`config.mk`:
```
export PLATFORM = sky130hd
export DESIGN_NAME = sync_2ph_responder
export DESIGN_NICKNAME = d
export VERILOG_FILES = /design/src/rtl/sync_2ph_responder.sv
export SDC_FILE = /design/constraint.sdc
export NUM_CORES = 1
export LEC_CHECK = 0
export ABC_AREA = 1
export CAP_MARGIN = 25
export CORE_ASPECT_RATIO = 0.5
export CORE_UTILIZATION = 51
export DETAILED_ROUTE_END_ITERATION = 12
export GPL_TIMING_DRIVEN = 0
export PLACE_DENSITY = 0.79
export SLEW_MARGIN = 30
export SYNTH_ARGS = -nofsm -noshare
export SYNTH_HDL_FRONTEND = slang
export SYNTH_SLANG_ARGS = --single-unit
```
`constraint.sdc`:
```
create_clock -name clk -period 2 [get_ports clk]
set_input_delay 0.5 -clock clk [delete_from_list [all_inputs] [get_ports clk]]
set_output_delay 0.5 -clock clk [all_outputs]
set_load 0.02 [all_outputs]
```
`src/rtl/sync_2ph_responder.sv`:
```
// sync_2ph_responder: clocked passive end of a two-phase bundled-data
// req/ack channel. It synchronizes req, captures the bundled payload,
// presents it on a valid/ready port, and toggles ack once the consumer has
// taken the payload and ACK_DELAY further cycles have passed.
module sync_2ph_responder #(
  parameter int DATA_W      = 8,
  parameter int SYNC_STAGES = 2,
  parameter int ACK_DELAY   = 0
) (
  input  logic              clk,
  input  logic              rstn,
  input  logic              req,
  input  logic [DATA_W-1:0] data,
  output logic              ack,
  output logic              out_valid,
  input  logic              out_ready,
  output logic [DATA_W-1:0] out_data,
  output logic              busy,
  output logic [15:0]       evt_count,
  output logic              protocol_err
);

  typedef enum logic [1:0] {
    IDLE    = 2'd0,
    PRESENT = 2'd1,
    DELAY   = 2'd2
  } state_t;

  state_t                  state_reg, state_next;
  logic [SYNC_STAGES-1:0]  sync_reg;
  logic [SYNC_STAGES-1:0]  sync_next;
  logic                    req_s;
  logic                    req_s_d_reg;
  logic                    pending;
  logic                    ack_reg, ack_next;
  logic                    out_valid_reg, out_valid_next;
  logic [DATA_W-1:0]       out_data_reg, out_data_next;
  logic                    busy_reg, busy_next;
  logic [15:0]             evt_reg, evt_next;
  logic                    err_reg, err_next;
  logic [7:0]              cnt_reg, cnt_next;

  // Each synchronizer stage takes the value of the stage before it; stage 0
  // samples the raw asynchronous req.
  generate
    for (genvar gi = 0; gi < SYNC_STAGES; gi++) begin : g_sync
      if (gi == 0) begin : g_first
        assign sync_next[gi] = req;
      end else begin : g_rest
        assign sync_next[gi] = sync_reg[gi-1];
      end
    end
  endgenerate

  assign req_s   = sync_reg[SYNC_STAGES-1];
  assign pending = req_s ^ ack_reg;

  // Next-state and output decode; a req_s edge seen while a payload is
  // outstanding means the initiator withdrew its request early.
  always_comb begin
    state_next     = state_reg;
    ack_next       = ack_reg;
    out_valid_next = out_valid_reg;
    out_data_next  = out_data_reg;
    evt_next       = evt_reg;
    err_next       = err_reg;
    cnt_next       = cnt_reg;

    if ((state_reg == PRESENT || state_reg == DELAY) && (req_s != req_s_d_reg)) begin
      err_next = 1'b1;
    end

    case (state_reg)
      IDLE: begin
        if (pending) begin
          out_data_next  = data;
          out_valid_next = 1'b1;
          state_next     = PRESENT;
        end
      end
      PRESENT: begin
        if (out_valid_reg && out_ready) begin
          out_valid_next = 1'b0;
          if (ACK_DELAY == 0) begin
            ack_next   = ~ack_reg;
            evt_next   = evt_reg + 16'd1;
            state_next = IDLE;
          end else begin
            cnt_next   = 8'(ACK_DELAY);
            state_next = DELAY;
          end
        end
      end
      DELAY: begin
        if (cnt_reg == 8'd1) begin
          cnt_next   = 8'd0;
          ack_next   = ~ack_reg;
          evt_next   = evt_reg + 16'd1;
          state_next = IDLE;
        end else begin
          cnt_next = cnt_reg - 8'd1;
        end
      end
      default: begin
        state_next = IDLE;
      end
    endcase

    busy_next = (state_next != IDLE);
  end

  // State and output registers; reset wins over any in-flight handshake.
  always_ff @(posedge clk) begin
    if (!rstn) begin
      state_reg     <= IDLE;
      sync_reg      <= '0;
      req_s_d_reg   <= 1'b0;
      ack_reg       <= 1'b0;
      out_valid_reg <= 1'b0;
      out_data_reg  <= '0;
      busy_reg      <= 1'b0;
      evt_reg       <= 16'd0;
      err_reg       <= 1'b0;
      cnt_reg       <= 8'd0;
    end else begin
      state_reg     <= state_next;
      sync_reg      <= sync_next;
      req_s_d_reg   <= req_s;
      ack_reg       <= ack_next;
      out_valid_reg <= out_valid_next;
      out_data_reg  <= out_data_next;
      busy_reg      <= busy_next;
      evt_reg       <= evt_next;
      err_reg       <= err_next;
      cnt_reg       <= cnt_next;
    end
  end

  assign ack          = ack_reg;
  assign out_valid    = out_valid_reg;
  assign out_data     = out_data_reg;
  assign busy         = busy_reg;
  assign evt_count    = evt_reg;
  assign protocol_err = err_reg;

endmodule
```
==> out/qor.txt <==
Worst Hold Path EP - sync_reg[1]
Post-route setup slack - 0.1209 ns
Syn avg cell area - 7.069 um2
Critical path endpoint category - output port
Rel. slew slack - 55.54%
I/O pin count - 40
P_int - 1.324 mW
Req. time, crit path - 1.50 ns
Final Wtd Congestion - 0.8440
R2R Setup Slk - 0.36 ns
Worst EP arrival - 1.38 ns
Crit-path cells - clkdlybuf4s50_1
Post-route cell area - 2591 um2
Reg2Reg Capture Point - busy
Via density - 4.913
Grt ovf - 0
First-pass GRT wire length - 7300 um
Vias in the first global route - 1689
Share of cells above drive strength 1 - 6.213%
Clock edge transition at the registers on the reported setup and hold paths - 0.08 ns
DRT iter0 DRCs - 58
Hold Path Depth - 2
Rows - 15
Worst-margin pin slew - 0.6669 ns
Status - finished clean
Hold_buf cts - 0
Layout overhead on the synthesized area - 25.97%
Ant diodes - 0
Post-Syn Area - 2057 um2
Avg WL per Cell - 11.17 um
Max FFs per register - 16
Leak pwr - 0.9891 nW
CTS buffer count - 5
Hold path startpoint - sync_reg[0]
Die Height - 46.91 um
## synthesized netlist by cell type
cell,n,share of area [%]
a21oi_1,16,3.9
a21oi_2,7,3.0
a31oi_1,1,0.30
buf_2,1,0.24
buf_8,1,0.73
clkbuf_1,3,0.55
dfxtp_1,41,40
ha_1,7,4.3
inv_1,29,5.3
inv_2,1,0.18
nand2_1,88,16
nand2_2,1,0.30
nand2_4,1,0.55
nand3_1,13,3.2
nand3_2,1,0.49
nand4_1,5,1.5
nor2_1,43,7.8
nor2_4,1,0.55
nor2_8,1,0.97
nor3_1,1,0.24
o21a_1,2,0.73
o21ai_0,14,3.4
o21ai_4,1,0.79
o21bai_1,1,0.37
xnor2_1,6,2.6
xor2_1,5,2.1
## worst max path at each step
| stage | slack, ns | cells past startpoint | endpoint | start |
|---|---|---|---|---|
| 6_report | 0.12 | 1 | evt_count[0] | evt_count[0] |
| 5_1_grt | 0.08 | 1 | evt_count[6] | evt_count[6] |
| 4_1_cts | 0.11 | 1 | evt_count[0] | evt_count[0] |
| 3_5_place_dp | -0.01 | 4 | evt_count[15] | rstn |
| 3_3_place_gp | 0.04 | 4 | ack | rstn |
| 2_1_floorplan | 0.52 | 8 | evt_count[14] | evt_count[0] |
## power by group through the flow
stage | Clock [mW] | Combinational, mW | Sequential [mW]
global placement | 0 | 0.469 | 0.934
floorplan | 0 | 0.220 | 1.00
finish | 0.532 | 0.474 | 0.919
detailed placement | 0 | 0.472 | 0.938
CTS | 0.544 | 0.477 | 0.920
global route | 0.570 | 0.519 | 0.929
## area by class of cell
class	instances	area [um2]	area share, %
multi-input cells	215	1092	42.15
clock buffers	8	80.08	3.090
repair buffers	39	390.4	15.07
plain buffers	5	31.28	1.207
well taps	51	63.81	2.463
inverters	30	112.6	4.346
flip-flops and latches	41	820.8	31.68
## layer usage
layer | global-route usage, % | vias up | wire length (um)
li1 | - | 1007 | -
met1 | 26.43 | 851 | 2028
met2 | 38.20 | 45 | 1941
met3 | 8.414 | 8 | 297
met4 | 11.25 | 0 | 79
met5 | 0 | - | 0
## cells in the final DEF, fill, tap and decap left out, drive strengths merged
cell           count
nand2             90
nor2              45
dfxtp             41
clkdlybuf4s50     39
inv               30
a21oi             23
o21ai             15
nand3             14
clkbuf            11
ha                 7
xnor2              6
nand4              5
xor2               5
o21a               2
buf                2
a31oi              1
nor3               1
o21bai             1
## kinds of logic after synthesis
kind of cell             Yosys count  share of synthesized area (%)
flip-flops                        41                          39.90
buffers and inverters             35                          6.994
XOR/XNOR                          11                          4.684
adder cells (fa/ha/maj)            7                          4.258
AND/OR/NAND/NOR                  155                          31.69
AND-OR/OR-AND                     42                          12.47
## stage by stage
step	TNS, ns	power (mW)	hold slack, ns	utilization [%]
5_1_grt	0	2.017	0.4404	71.17
6_report	0	1.925	0.4138	71.17
4_1_cts	0	1.940	0.4139	71.17
3_5_place_dp	-0.01175	1.410	0.3963	68.97
2_1_floorplan	0	1.220	0.3905	-
3_3_place_gp	0	1.402	0.3933	68.97
## worst register-to-register path: cells and delay by family, from the launching register on
family | cells | cell delay [ns]
buffers and inverters | 3 | 0.37
DFF | 1 | 0.33
adders and majority gates | 1 | 0.18
and+or+nand+nor | 4 | 0.71
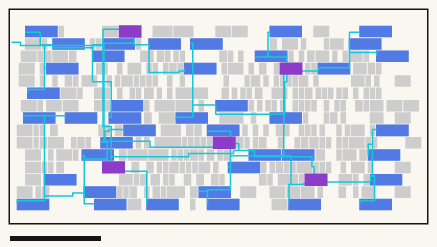
*Clock distribution*
The bar under the picture is 20 um long.
- flip-flops: blue (count 41)
- clock-net drivers: purple (count 5)
- clock wires: cyan (length 564 um)
- routed clock nets: 6
- flops lie: spread over the die
clock power share: 27.6%
Clock group: 0.532 mW
Latency at later pin: 0.30 ns
Worst Clk Skew: 0.002720 ns

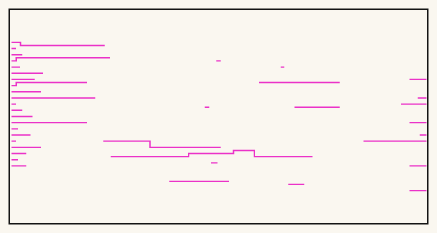
*Met3 routing*
- main direction: horizontal
- wire length on this layer: 298 um
- longest straight run: 20.5 um
met3 GRT Util: 8.414%
DR vias: 1911
Post-Route WL: 4346 um

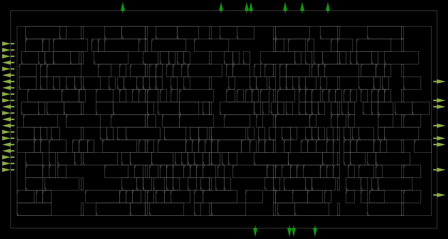
*Cell outlines without signal wires*
core area: 3641 um2
utilization after layout: 71.17%
TAP cells: 51
registers: 41
# fillers: 305

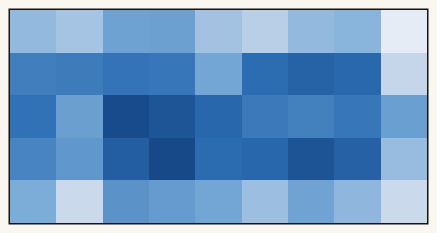
*Cell density map*
9 x 5 tiles, from white (low) to dark blue (high), 0 to 100% covered.
- emptiest ninth of the die: top right
- tiles over 75% full: 27%
- fullest tile: 90%
fp util: 56.49%

Power is estimated from default activity; no workload was simulated.
